$ cat src/rtl/rr_push_pkg.sv
// rr_push_pkg: shared constants and helpers for the round-robin push distributor.
//   RR_LANES  - number of destination FIFOs (fixed at 4)
//   RR_ID_W   - width of a lane index
//   RR_CNT_W  - width of the push counter
//   ST_EMPTY / ST_HOLD - holding-register FSM states (state bit == hold_valid)
package rr_push_pkg;

   localparam int RR_LANES = 4;
   localparam int RR_ID_W  = 2;
   localparam int RR_CNT_W = 8;

   localparam logic [0:0] ST_EMPTY = 1'b0;
   localparam logic [0:0] ST_HOLD  = 1'b1;

   // Next lane in rotation; wraps 3 -> 0 through natural 2-bit overflow.
   function automatic logic [RR_ID_W-1:0] lane_inc(input logic [RR_ID_W-1:0] idx);
      return idx + 2'd1;
   endfunction

endpackage

$ cat src/rtl/rr_pick.sv
// rr_pick: rotating-priority picker.
//   ptr   in  - highest-priority lane index
//   mask  in  - per-lane eligibility (1 = lane may be chosen, i.e. not full)
//   sel   out - first eligible lane in order ptr, ptr+1, ptr+2, ptr+3 (mod 4)
//   found out - at least one lane is eligible
module rr_pick
   import rr_push_pkg::*;
(
   input  logic [RR_ID_W-1:0]  ptr,
   input  logic [RR_LANES-1:0] mask,
   output logic [RR_ID_W-1:0]  sel,
   output logic                found
);

   logic [RR_ID_W-1:0] idx_s;

   // Scan offsets from farthest to nearest so the lane closest to ptr wins last.
   always_comb begin
      sel   = ptr;
      found = 1'b0;
      idx_s = ptr;
      for (int k = RR_LANES - 1; k >= 0; k--) begin
         idx_s = ptr + k[RR_ID_W-1:0];
         if (mask[idx_s]) begin
            sel   = idx_s;
            found = 1'b1;
         end else begin
            sel   = sel;
            found = found;
         end
      end
   end

endmodule

$ cat src/rtl/rr_push.sv
// rr_push: round-robin push distributor feeding four downstream FIFOs.
// A one-entry holding register accepts words from upstream and pushes each
// one to the next non-full lane in rotating order.
//   clk       in  - rising-edge clock
//   reset     in  - asynchronous, active-high reset
//   data_in   in  - incoming word
//   valid_in  in  - data_in valid this cycle
//   ready_out out - block accepts a word this cycle
//   full      in  - per-lane FIFO full flags
//   push      out - one-hot push strobe (or all zero)
//   push_id   out - lane being pushed; equals ptr when idle
//   data_out  out - word being pushed (meaningful only while |push)
//   push_cnt  out - total words pushed, wraps 255 -> 0
module rr_push
   import rr_push_pkg::*;
#(
   parameter int DATA_W = 5,
   parameter int LANES  = 4
)(
   input  logic                clk,
   input  logic                reset,
   input  logic [DATA_W-1:0]   data_in,
   input  logic                valid_in,
   output logic                ready_out,
   input  logic [LANES-1:0]    full,
   output logic [LANES-1:0]    push,
   output logic [RR_ID_W-1:0]  push_id,
   output logic [DATA_W-1:0]   data_out,
   output logic [RR_CNT_W-1:0] push_cnt
);

   logic                hold_valid_q, hold_valid_d;
   logic [DATA_W-1:0]   hold_data_q,  hold_data_d;
   logic [RR_ID_W-1:0]  ptr_q,        ptr_d;
   logic [RR_CNT_W-1:0] push_cnt_q,   push_cnt_d;

   logic [RR_ID_W-1:0]  sel_s;
   logic                found_s;
   logic                fire_s;
   logic                accept_s;

   rr_pick u_pick (
      .ptr   (ptr_q),
      .mask  (~full),
      .sel   (sel_s),
      .found (found_s)
   );

   // Push strobe, handshake and output mux; selection follows the current full flags.
   always_comb begin
      fire_s    = hold_valid_q & found_s;
      push      = fire_s ? ({{(LANES-1){1'b0}}, 1'b1} << sel_s) : {LANES{1'b0}};
      push_id   = fire_s ? sel_s : ptr_q;
      data_out  = hold_data_q;
      // Accepting while pushing keeps one word per cycle; reset forces not-ready.
      ready_out = ~reset & (~hold_valid_q | fire_s);
      accept_s  = valid_in & ready_out;
   end

   // Next-state logic for the holding register FSM, rotation pointer and counter.
   always_comb begin
      hold_valid_d = hold_valid_q;
      hold_data_d  = hold_data_q;
      ptr_d        = ptr_q;
      push_cnt_d   = push_cnt_q;
      case (hold_valid_q)
         ST_EMPTY: begin
            if (accept_s) begin
               hold_valid_d = 1'b1;
               hold_data_d  = data_in;
            end else begin
               hold_valid_d = 1'b0;
            end
         end
         ST_HOLD: begin
            if (fire_s) begin
               ptr_d      = lane_inc(sel_s);
               push_cnt_d = push_cnt_q + 8'd1;
               if (accept_s) begin
                  hold_valid_d = 1'b1;
                  hold_data_d  = data_in;
               end else begin
                  hold_valid_d = 1'b0;
               end
            end else begin
               // All lanes full: stall with everything frozen.
               hold_valid_d = 1'b1;
            end
         end
         default: begin
            hold_valid_d = 1'b0;
         end
      endcase
   end

   // State registers; reset discards any held word.
   always_ff @(posedge clk or posedge reset) begin
      if (reset) begin
         hold_valid_q <= 1'b0;
         hold_data_q  <= {DATA_W{1'b0}};
         ptr_q        <= 2'd0;
         push_cnt_q   <= 8'd0;
      end else begin
         hold_valid_q <= hold_valid_d;
         hold_data_q  <= hold_data_d;
         ptr_q        <= ptr_d;
         push_cnt_q   <= push_cnt_d;
      end
   end

   assign push_cnt = push_cnt_q;

endmodule

$ cat config.mk
export PLATFORM = sky130hd
export DESIGN_NAME = rr_push
export DESIGN_NICKNAME = d
export VERILOG_FILES = /design/src/rtl/rr_push_pkg.sv /design/src/rtl/rr_pick.sv /design/src/rtl/rr_push.sv
export SDC_FILE = /design/constraint.sdc
export NUM_CORES = 1
export LEC_CHECK = 0
export ABC_AREA = 0
export CAP_MARGIN = 10
export CORE_MARGIN = 5
export CORE_UTILIZATION = 39
export CTS_CLUSTER_SIZE = 24
export DETAILED_ROUTE_END_ITERATION = 10
export PLACE_DENSITY_LB_ADDON = 0.2
export SLEW_MARGIN = 0
export SYNTH_ARGS = -nofsm -noshare
export SYNTH_HDL_FRONTEND = slang
export SYNTH_HIERARCHICAL = 1
export SYNTH_SLANG_ARGS = --single-unit
$ cat constraint.sdc
create_clock -name clk -period 3.27 [get_ports clk]
set_clock_uncertainty 0.05 [all_clocks]
set_input_delay 0.981 -clock clk [delete_from_list [all_inputs] [get_ports clk]]
set_output_delay 0.981 -clock clk [all_outputs]
set_load 0.05 [all_outputs]
Figure 1. PDN straps and rails.
Scale bar: 20 um. Pins as bars on the die edge.
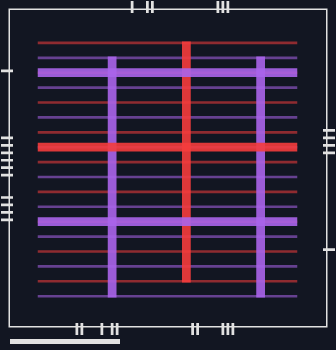
[VSS] purple
[VDD] red
met5 straps: 3
met1 rails: 18
signal pins: 32
met4 straps: 3
core footprint: 2191 um2
die height: 57.69 um
DIE WIDTH: 57.69 um
Max IR drop VDD: 0.0004806 V

==> results_dict.tcl <==
# yosys + openroad results
set metrics [dict create \
    outcome "finished, violations left" \
    violations "negative setup slack" \
    fmax_mhz 291.3 \
    grt_pass1_wl_um 4008 \
    grt_max_degree 17 \
    row_count 17 \
    path_clk_slew_ns 0.09 \
    cts_tree "yes" \
    wire_per_inst_um 14.09 \
    yosys.area.top_type_share 0.4513 \
    synth_area_leader_cell "dfrtp_1" \
    hold_class "flop to flop" \
    numPortBuffers 31 \
    n_all_inverters 8 \
    tightestPinTransition_ns 0.5858 \
    powerDensity_nw_per_um2 711.5 \
    hold_viol_final 0 \
    ys_types 25 \
    gr-total-overflow 0 \
    syn_area_per_cell_um2 10.32 \
    setup_ws_ns -0.1631 \
    ff2ff_path_depth 7 \
    worstPathMaxFanout 3 \
    grt_use_met1 0.1752 \
    htree_levels 1 \
    max-cap-violations 0 \
    syn-instance-count 86 \
    fp_util 0.4049 \
    grtUsageMet3 0.03786 \
    cp.arrival_ns 2.40 \
    grt_util_met2 0.2774 \
    drive_gt1_frac 0.4706 \
    end_kind "output pin" \
    yosys_area_um2 887.1 \
    vias_per_cell 4.951 \
    logic_gates 61 \
    clk_latency_ns 0.29 \
    ant_nets 0 \
    min_path_cells 1 \
    vias 812 \
    gp_congestion 0.8496 \
    dieArea_um2 3328 \
    regArea_um2 400.4 \
    nNetsFinal 154 \
    synth_area_um2 887.1 \
    diodes 0 \
    crit_type "input port to output pin" \
    seq_share 0.2518 \
    ys.flops 16 \
    p_leak_nw 0.6963 \
    wl_um 2310 \
    num-clock-buffers 4 \
    syn_to_final_growth_pct 79.27 \
    utilization 0.7259 \
    num-nonclk-buffers 47 \
    drtIter0Drc 10 \
    slew_headroom 0.6090 \
    drc 0 \
    fillerInstances 165 \
    hold_buffers 0 \
    yosys-stat-cells 86 \
    cts.sinks 16 \
    drt_first_pass_iters 4 \
    sh_comb_area 0.3690 \
    start_kind "input port" \
    ctsResizeCount 42 \
    final.period_utilization 1.050 \
    hpwl_um 1669 \
    yosysWarningCount 6 \
    critPathRequiredTime_ns 2.24 \
    clock_area_frac 0.02282 \
    layoutNonFillerInstCount 164 \
    warnings 32 \
    setup_viol 6 \
    ctsLongestPathBuffers 2 \
]
Figure 2. Cell classes on the final placement.
Fill, decap, tap and diode cells in gray.
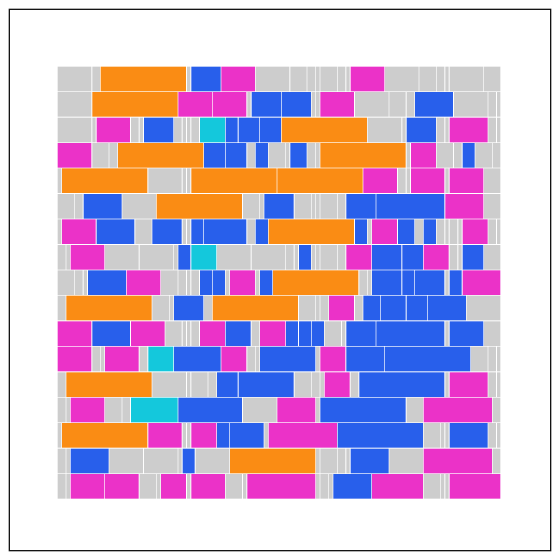
[combinational and other logic] blue | cells: 69 | share of their area: 40%
[clock drivers and dummy loads] cyan | cells: 4 | share of their area: 2.3%
[other buffers and delay cells] magenta | cells: 47 | share of their area: 32%
[flops] orange | cells: 16 | share of their area: 26%

[critical path: stages]
cell     delay, ns
buf_6         0.07
inv_2         0.03
and2b_2       0.19
or4_4         0.55
nand2_8       0.11
inv_6         0.05
ha_4          0.14
and3_4        0.14
buf_8         0.14
[metal layers]
layer,wire (um),share of wire,vias to the layer above
met1,902,0.39,396
met4,31,0.013,0
met3,130,0.056,4
li1,-,-,388
met5,0,0,-
met2,1246,0.54,24
[where the power goes]
group          internal [mW]  switching, mW  total, mW
registers              0.250         0.0625      0.312
clock network         0.0678         0.0622      0.130
logic                  0.300          0.390      0.689
[registers in the layout (all words and copies together), names as in the netlist]
signal	cells
data_out	5
hold_valid_q	1
ptr_q	2
push_cnt	8
[cell usage after synthesis]
| cell | count |
|---|---|
| and3b_1 | 1 |
| a2bb2oi_1 | 1 |
| nor3b_4 | 1 |
| or2_2 | 1 |
| or4_1 | 1 |
| o21ai_0 | 4 |
| and2b_2 | 2 |
| nand2_1 | 13 |
| o221a_2 | 1 |
| nor3_1 | 1 |
| ha_1 | 5 |
| and2_2 | 1 |
| nor2_1 | 4 |
| and2b_1 | 1 |
| and3_1 | 1 |
| and4_2 | 1 |
| buf_2 | 1 |
| nor2b_4 | 1 |
| dfrtp_1 | 16 |
| nand4_1 | 3 |
| and3_2 | 4 |
| xnor2_1 | 7 |
| mux2_2 | 5 |
| inv_1 | 8 |
| a21oi_1 | 2 |
[path summary, 6_finish.rpt]
kind                       slack (ns)      endpoint   startpoint
max                             -0.16       push[1]      full[0]
max reg2reg                      1.39      ptr_q[1]     ptr_q[0]
min in group asynchronous        1.11  hold_valid_q        reset
min                              0.44   push_cnt[7]  push_cnt[7]
max in group asynchronous        1.67   push_cnt[3]        reset
min reg2reg                      0.44   push_cnt[7]  push_cnt[7]
[placed cells by master, fill, tap and decap left out, types with 3 or more instances in the layout]
cell type        netlist  routed
and3_4                 0       4
inv_2                  0       3
clkdlybuf4s50_1        0      20
nand2_1               13      12
buf_4                  0      14
ha_4                   0       4
mux2_2                 5       5
buf_6                  0       5
dfrtp_1               16      16
clkbuf_4               0       3
xnor2_1                7       7
buf_12                 0       4
nand4_1                3       3
[metrics by stage]
| stage | instance area (um2) | TNS (ns) | worst slack (ns) | power (mW) |
|---|---|---|---|---|
| after global routing | 1590 | -0.9258 | -0.1865 | 1.210 |
| after detailed placement | 1385 | -3.748 | -0.6200 | 0.8906 |
| final | 1590 | -0.7409 | -0.1631 | 1.131 |
| after floorplan | 914.6 | -0.06891 | -0.06799 | 0.6551 |
| after CTS | 1560 | -0.8031 | -0.1487 | 1.113 |
| after global placement | 1385 | -3.662 | -0.6069 | 0.8754 |
[cells by family (layout without fill, tap and decap cells)]
group | count (synthesis) | count (layout) | share of synthesized area
DFF | 16 | 16 | 0.4513
muxes | 5 | 5 | 0.06347
xor gates and xnor gates | 7 | 7 | 0.06911
adders and majority gates | 5 | 5 | 0.07052
AOI/OAI and AO/OA | 8 | 8 | 0.05642
buffers and inverters | 9 | 59 | 0.03949
and+or+nand+nor | 36 | 36 | 0.2497
Power is estimated from default activity; no workload was simulated.
